==> src/rtl/fpa_pkg.sv <==
// Shared definitions for the FP8 adder issue/collect slice: field layout,
// widths and the sequencer state encoding.
package fpa_pkg;

    localparam int FP8_W    = 8;
    localparam int EXC_W    = 4;
    localparam int SIGN_BIT = 7;
    localparam int EXP_MSB  = 6;
    localparam int EXP_LSB  = 3;
    localparam int MANT_MSB = 2;

    typedef enum logic [1:0] {
        ST_IDLE  = 2'd0,
        ST_START = 2'd1,
        ST_WAIT  = 2'd2,
        ST_RESP  = 2'd3
    } seq_state_t;

    function automatic logic fp8_sign(input logic [FP8_W-1:0] v);
        return v[SIGN_BIT];
    endfunction

    function automatic logic [EXP_MSB-EXP_LSB:0] fp8_exp(input logic [FP8_W-1:0] v);
        return v[EXP_MSB:EXP_LSB];
    endfunction

    function automatic logic [MANT_MSB:0] fp8_mant(input logic [FP8_W-1:0] v);
        return v[MANT_MSB:0];
    endfunction

endpackage

==> src/rtl/fpa_op_sequencer_if.sv <==
// Operand-in and result-out valid/ready channels of the FP8 op sequencer.
interface fpa_op_sequencer_if;
    import fpa_pkg::*;

    logic               in_valid;
    logic               in_ready;
    logic [FP8_W-1:0]   in_a;
    logic [FP8_W-1:0]   in_b;
    logic               res_valid;
    logic               res_ready;
    logic [FP8_W-1:0]   res_data;
    logic [EXC_W-1:0]   res_except;

    // master: the surrounding system that offers operands and takes results
    modport master (
        output in_valid, in_a, in_b, res_ready,
        input  in_ready, res_valid, res_data, res_except
    );

    modport slave (
        input  in_valid, in_a, in_b, res_ready,
        output in_ready, res_valid, res_data, res_except
    );

endinterface

==> src/rtl/fpa_op_sequencer.sv <==
// Issue/collect stage around the FP8 adder: holds operands, pulses start,
// waits a fixed latency, then offers the captured result downstream.
module fpa_op_sequencer
    import fpa_pkg::*;
#(
    parameter int WAIT_CYC = 8,
    parameter int CNT_W    = 8
) (
    input  logic                 clk,
    input  logic                 clr,
    fpa_op_sequencer_if.slave    bus,
    output logic [FP8_W-1:0]     fpa_a,
    output logic [FP8_W-1:0]     fpa_b,
    output logic                 fpa_start,
    input  logic [FP8_W-1:0]     fpa_ans,
    input  logic [EXC_W-1:0]     fpa_except,
    output logic [EXC_W-1:0]     exc_sticky,
    input  logic                 exc_clear,
    output logic                 busy,
    output logic [CNT_W-1:0]     op_count
);

    localparam logic [7:0] WAIT_LOAD = 8'(WAIT_CYC - 1);

    seq_state_t  state;
    seq_state_t  state_nxt;
    logic [7:0]  wait_cnt;
    logic        accept;
    logic        sample;
    logic        deliver;

    always_ff @(posedge clk) begin
        if (clr) state <= ST_IDLE;
        else     state <= state_nxt;
    end

    always_comb begin
        state_nxt     = state;
        bus.in_ready  = 1'b0;
        bus.res_valid = 1'b0;
        fpa_start     = 1'b0;
        busy          = 1'b1;
        accept        = 1'b0;
        sample        = 1'b0;
        deliver       = 1'b0;
        case (state)
            ST_IDLE: begin
                bus.in_ready = 1'b1;
                busy         = 1'b0;
                if (bus.in_valid) begin
                    accept    = 1'b1;
                    state_nxt = ST_START;
                end
            end
            ST_START: begin
                fpa_start = 1'b1;
                state_nxt = ST_WAIT;
            end
            ST_WAIT: begin
                if (wait_cnt == 8'd0) begin
                    sample    = 1'b1;
                    state_nxt = ST_RESP;
                end
            end
            ST_RESP: begin
                bus.res_valid = 1'b1;
                if (bus.res_ready) begin
                    deliver   = 1'b1;
                    state_nxt = ST_IDLE;
                end
            end
            default: state_nxt = ST_IDLE;
        endcase
    end

    always_ff @(posedge clk) begin
        if (clr) begin
            fpa_a          <= '0;
            fpa_b          <= '0;
            wait_cnt       <= '0;
            bus.res_data   <= '0;
            bus.res_except <= '0;
            exc_sticky     <= '0;
            op_count       <= '0;
        end else begin
            // operands stay frozen on the adder inputs until the next acceptance
            if (accept) begin
                fpa_a <= bus.in_a;
                fpa_b <= bus.in_b;
            end
            if (state == ST_START)
                wait_cnt <= WAIT_LOAD;
            else if (state == ST_WAIT && wait_cnt != 8'd0)
                wait_cnt <= wait_cnt - 8'd1;
            if (sample) begin
                bus.res_data   <= fpa_ans;
                bus.res_except <= fpa_except;
            end
            // a clear coinciding with delivery keeps only the delivered flags
            if (deliver) begin
                op_count   <= op_count + CNT_W'(1);
                exc_sticky <= (exc_clear ? '0 : exc_sticky) | bus.res_except;
            end else if (exc_clear) begin
                exc_sticky <= '0;
            end
        end
    end

endmodule

==> src/flat_wrapper.sv <==
// flat-port wrapper written by rule: the top's interface ports become plain ports
module fpa_op_sequencer_flat import fpa_pkg::*;
#(
    parameter int WAIT_CYC = 8,
    parameter int CNT_W    = 8
)
  (clk, clr, fpa_a, fpa_b, fpa_start, fpa_ans, fpa_except, exc_sticky, exc_clear, busy, op_count, bus_in_valid, bus_in_a, bus_in_b, bus_res_ready, bus_in_ready, bus_res_valid, bus_res_data, bus_res_except);
  fpa_op_sequencer_if bus_i ();
  input  logic clk;
  input  logic clr;
  output logic [FP8_W-1:0] fpa_a;
  output logic [FP8_W-1:0] fpa_b;
  output logic fpa_start;
  input  logic [FP8_W-1:0] fpa_ans;
  input  logic [EXC_W-1:0] fpa_except;
  output logic [EXC_W-1:0] exc_sticky;
  input  logic exc_clear;
  output logic busy;
  output logic [CNT_W-1:0] op_count;
  input wire logic [$bits(bus_i.in_valid)-1:0] bus_in_valid;
  input wire logic [$bits(bus_i.in_a)-1:0] bus_in_a;
  input wire logic [$bits(bus_i.in_b)-1:0] bus_in_b;
  input wire logic [$bits(bus_i.res_ready)-1:0] bus_res_ready;
  output wire logic [$bits(bus_i.in_ready)-1:0] bus_in_ready;
  output wire logic [$bits(bus_i.res_valid)-1:0] bus_res_valid;
  output wire logic [$bits(bus_i.res_data)-1:0] bus_res_data;
  output wire logic [$bits(bus_i.res_except)-1:0] bus_res_except;
  assign bus_i.in_valid = bus_in_valid;
  assign bus_i.in_a = bus_in_a;
  assign bus_i.in_b = bus_in_b;
  assign bus_i.res_ready = bus_res_ready;
  assign bus_in_ready = bus_i.in_ready;
  assign bus_res_valid = bus_i.res_valid;
  assign bus_res_data = bus_i.res_data;
  assign bus_res_except = bus_i.res_except;
  fpa_op_sequencer #(.WAIT_CYC(WAIT_CYC), .CNT_W(CNT_W)) u_core (.clk(clk), .clr(clr), .bus(bus_i), .fpa_a(fpa_a), .fpa_b(fpa_b), .fpa_start(fpa_start), .fpa_ans(fpa_ans), .fpa_except(fpa_except), .exc_sticky(exc_sticky), .exc_clear(exc_clear), .busy(busy), .op_count(op_count));
endmodule
==> config.mk <==
export PLATFORM = sky130hd
export DESIGN_NAME = fpa_op_sequencer_flat
export DESIGN_NICKNAME = d
export VERILOG_FILES = /design/src/rtl/fpa_pkg.sv /design/src/rtl/fpa_op_sequencer_if.sv /design/src/rtl/fpa_op_sequencer.sv /design/src/flat_wrapper.sv
export SDC_FILE = /design/constraint.sdc
export NUM_CORES = 1
export LEC_CHECK = 0
export ABC_AREA = 1
export CAP_MARGIN = 20
export CORE_MARGIN = 2
export CORE_UTILIZATION = 30
export CTS_CLUSTER_DIAMETER = 150
export DETAILED_ROUTE_END_ITERATION = 12
export GPL_TIMING_DRIVEN = 1
export HOLD_SLACK_MARGIN = 0.12
export PLACE_DENSITY = 0.57
export SETUP_SLACK_MARGIN = 0.1
export SYNTH_ARGS = -nofsm -noshare
export SYNTH_HDL_FRONTEND = slang
export SYNTH_SLANG_ARGS = --single-unit
export TNS_END_PERCENT = 100
==> constraint.sdc <==
create_clock -name clk -period 1.7 [get_ports clk]
set_clock_uncertainty 0.05 [all_clocks]
set_input_delay 0.255 -clock clk [delete_from_list [all_inputs] [get_ports clk]]
set_output_delay 0.255 -clock clk [all_outputs]
set_load 0.05 [all_outputs]
==> results.rst <==
Synthesis and place-and-route
=============================

.. list-table::
   :header-rows: 1

   * - Metric
     - Value
   * - Outcome
     - completed
   * - Total I/O pin count
     - 77
   * - Required time at the worst-slack endpoint
     - 1390 ps
   * - Mapped Avg Cell Area
     - 7.036 sq um
   * - Setup crit end kind
     - output pin
   * - Core Footprint
     - 6907 sq um
   * - Ratio of total power to cell area
     - 1681 nW/um^2
   * - Proportion of total power due to net switching
     - 47.09%
   * - Fraction of synthesis flops using an asynchronous set or reset pin
     - 0%
   * - Die Outline Area
     - 7919 sq um
   * - Yosys adder share
     - 4.042%
   * - Maximum buffer depth of the clock tree
     - 2
   * - Setup Slack @ Placement
     - -21.29 ps
   * - Final worst-path setup slack
     - 205.8 ps
   * - Distinct cell type count after synthesis
     - 22
   * - Yosys xor share
     - 0%
   * - Number of synthesized flops with an enable pin
     - 0
   * - Syn nets
     - 348
   * - H-Tree Level Count
     - 2
   * - Clock power share
     - 12.9%
   * - Element type at the critical path start
     - flip-flop
   * - Cells after DPL
     - 481
   * - Shortest period the worst path allows
     - 1494 ps
   * - Final setup fails
     - 0
   * - Data arrival, critical path
     - 1190 ps
   * - Highest Clock Rate
     - 669.2 MHz
   * - Total gr overflow
     - 0
   * - Starting Density
     - 31.38%
   * - Non-filler cells, final
     - 489
   * - Num Clock Sinks
     - 50
   * - Global-route wire length before repair
     - 8383 um
   * - Largest driver fanout on the critical path
     - 4
   * - Maximum resistive drop on vdd
     - 0.6512 mV
   * - Cell type contributing the most total cell area after synthesis
     - dfxtp_1
   * - Quantity of gates resized following cts
     - 0
   * - Cell types with the highest counts after synthesis
     - 82 x nor2_1, 50 x dfxtp_1, 50 x nand2_1
   * - Number of nets in the layout
     - 432
   * - Antenna violation net count after detailed routing
     - 0
   * - Number of pins exceeding their max-slew limit in the final report
     - 0
   * - Antenna violations before repair
     - 0
   * - Core Rows
     - 30
   * - Clock network latency to the later pin of the worst-skew pair
     - 300 ps
   * - Net Switching
     - 2.516 mW
   * - RSZ-0062 raised after global routing
     - false
   * - Via count of the first global-routing pass
     - 1839
   * - Clock-pin transition on the worst setup and hold timing paths
     - 90 ps
   * - Pin count of the biggest net entering global routing
     - 31
   * - DR iter-0 viols
     - 61
   * - Static leakage
     - 1.399 nW
   * - Logic gate share of total power
     - 55.9%
   * - Final worst-path cycle share
     - 87.90%
[metrics by stage]
step                      cell area (sq um)  total power [mW]  hold WS [ps]
after floorplan                        2193             3.736         351.0
after global placement                 3067             4.652         407.1
after detailed placement               3067             4.671         410.7
after CTS                              3153             5.374         425.4
after global routing                   3178             5.738         461.3
final                                  3178             5.343         426.1
[worst max-delay path: stages (launching register included)]
cell and delay, ps:
dfxtp_2 350, inv_2 90, ha_4 180, clkinvlp_4 110
buf_12 150
[flip-flops by register name, summed over array words and instances, names as in the netlist]
signal and flops:
u_core.fpa_a 8, u_core.exc_sticky 4, u_core.wait_cnt 8, u_core.state 2, u_core.op_count 8, u_core.bus.res_data 8
u_core.bus.res_except 4, u_core.fpa_b 8
[path summary, 6_finish.rpt]
path,startpoint,end,slack (ps),cells past startpoint
max,u_core.state[1]$_SDFFE_PP0P_,busy,210,4
min,u_core.exc_sticky[3]$_SDFF_PP0_,u_core.exc_sticky[3]$_SDFF_PP0_,430,2
max reg2reg,u_core.state[1]$_SDFFE_PP0P_,u_core.op_count[6]$_SDFFE_PP0P_,220,8
min reg2reg,u_core.exc_sticky[3]$_SDFF_PP0_,u_core.exc_sticky[3]$_SDFF_PP0_,430,2
[area by class of cell]
class                           count  area (sq um)  share of cell area (%)
Multi-Input combinational cell    216          1041                   32.76
Timing Repair Buffer               85         793.3                   24.96
Tap cell                           96         120.1                   3.780
Clock buffer                        6         72.57                   2.283
Clock inverter                      2         13.76                  0.4331
Sequential cell                    50          1003                   31.57
Inverter                           34         133.9                   4.213
[per-layer routing]
layer  GRT usage (%)  up-vias  wire, um
met5               0        -         0
met4           4.071        0        65
met3           4.986        5       343
met2           22.18       50      2403
met1           16.87      903      2438
li1                -     1130         -
[cell families after synthesis]
logic type,Yosys count
fa+ha+maj,7
compound gates,53
flops,50
buf+inv,42
simple gates,156
[layout by cell type (no fill, tap or decap), types with 2 or more instances in the layout]
cell / Yosys / routed
buf_4: 0 / 47
nor2_4: 1 / 2
nand3_1: 9 / 9
nand2_1: 50 / 49
nor2_2: 3 / 3
a21oi_1: 15 / 15
clkbuf_8: 0 / 5
buf_12: 0 / 6
inv_2: 3 / 4
nand3b_1: 2 / 2
inv_1: 31 / 28
clkdlybuf4s50_1: 0 / 32
nand2_2: 3 / 3
nand4_1: 2 / 2
o21ai_0: 22 / 22
o21ai_1: 15 / 15
ha_1: 7 / 5
dfxtp_2: 0 / 2
dfxtp_1: 50 / 48
nor2_1: 82 / 81
[power by group through the flow]
stage          Combinational [mW]  Clock (mW)  Sequential (mW)
2_1_floorplan                1.29           0             2.44
3_5_place_dp                 2.97           0             1.70
6_report                     2.99       0.687             1.67
4_1_cts                      2.98       0.722             1.67
3_3_place_gp                 2.96           0             1.69
5_1_grt                      3.24       0.779             1.72
==> images/m2.png <==
Scale: 4 px per um.
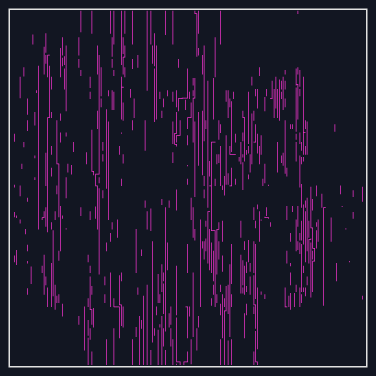
The layer carries 2400 um of wire. The wires run mostly vertical. The layer holds 46% of the routed length. The longest straight run is 40.8 um.
Routed Wire Length: 5251 um
detailed-route via count: 2088
global-route met2 utilization: 22.18%

==> images/floorplan.png <==
Scale: 4 px per um. Pins as bars on the die edge.
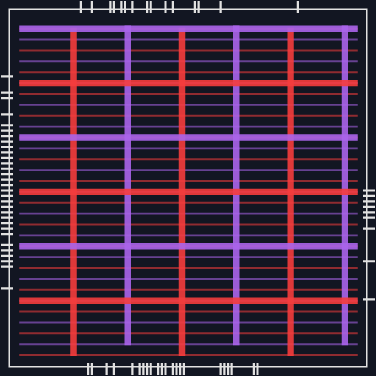
Key: red = VSS; purple = VDD
77 signal pins sit on the boundary. 6 straps on met4.

==> images/clock_nets.png <==
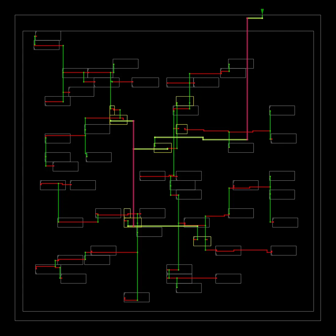
power consumed by the clock network: 0.687 mW
clock buffers: 6

==> images/ff_map.png <==
Scale: 4 px per um. Other sequential cells in the stronger gray, the rest of the logic in the fainter gray.
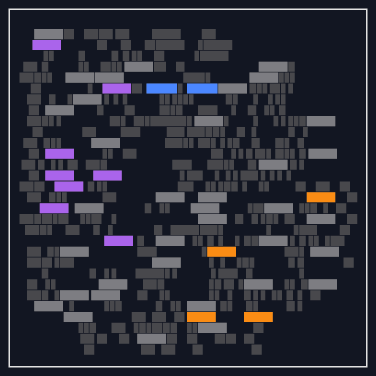
Key: purple = u_core.fpa_a [placed flops 8, where west]; orange = u_core.exc_sticky [placed flops 4]; blue = u_core.state [placed flops 2]
Another 36 sequential cells are not colored.

Power and IR drop assume default switching activity.
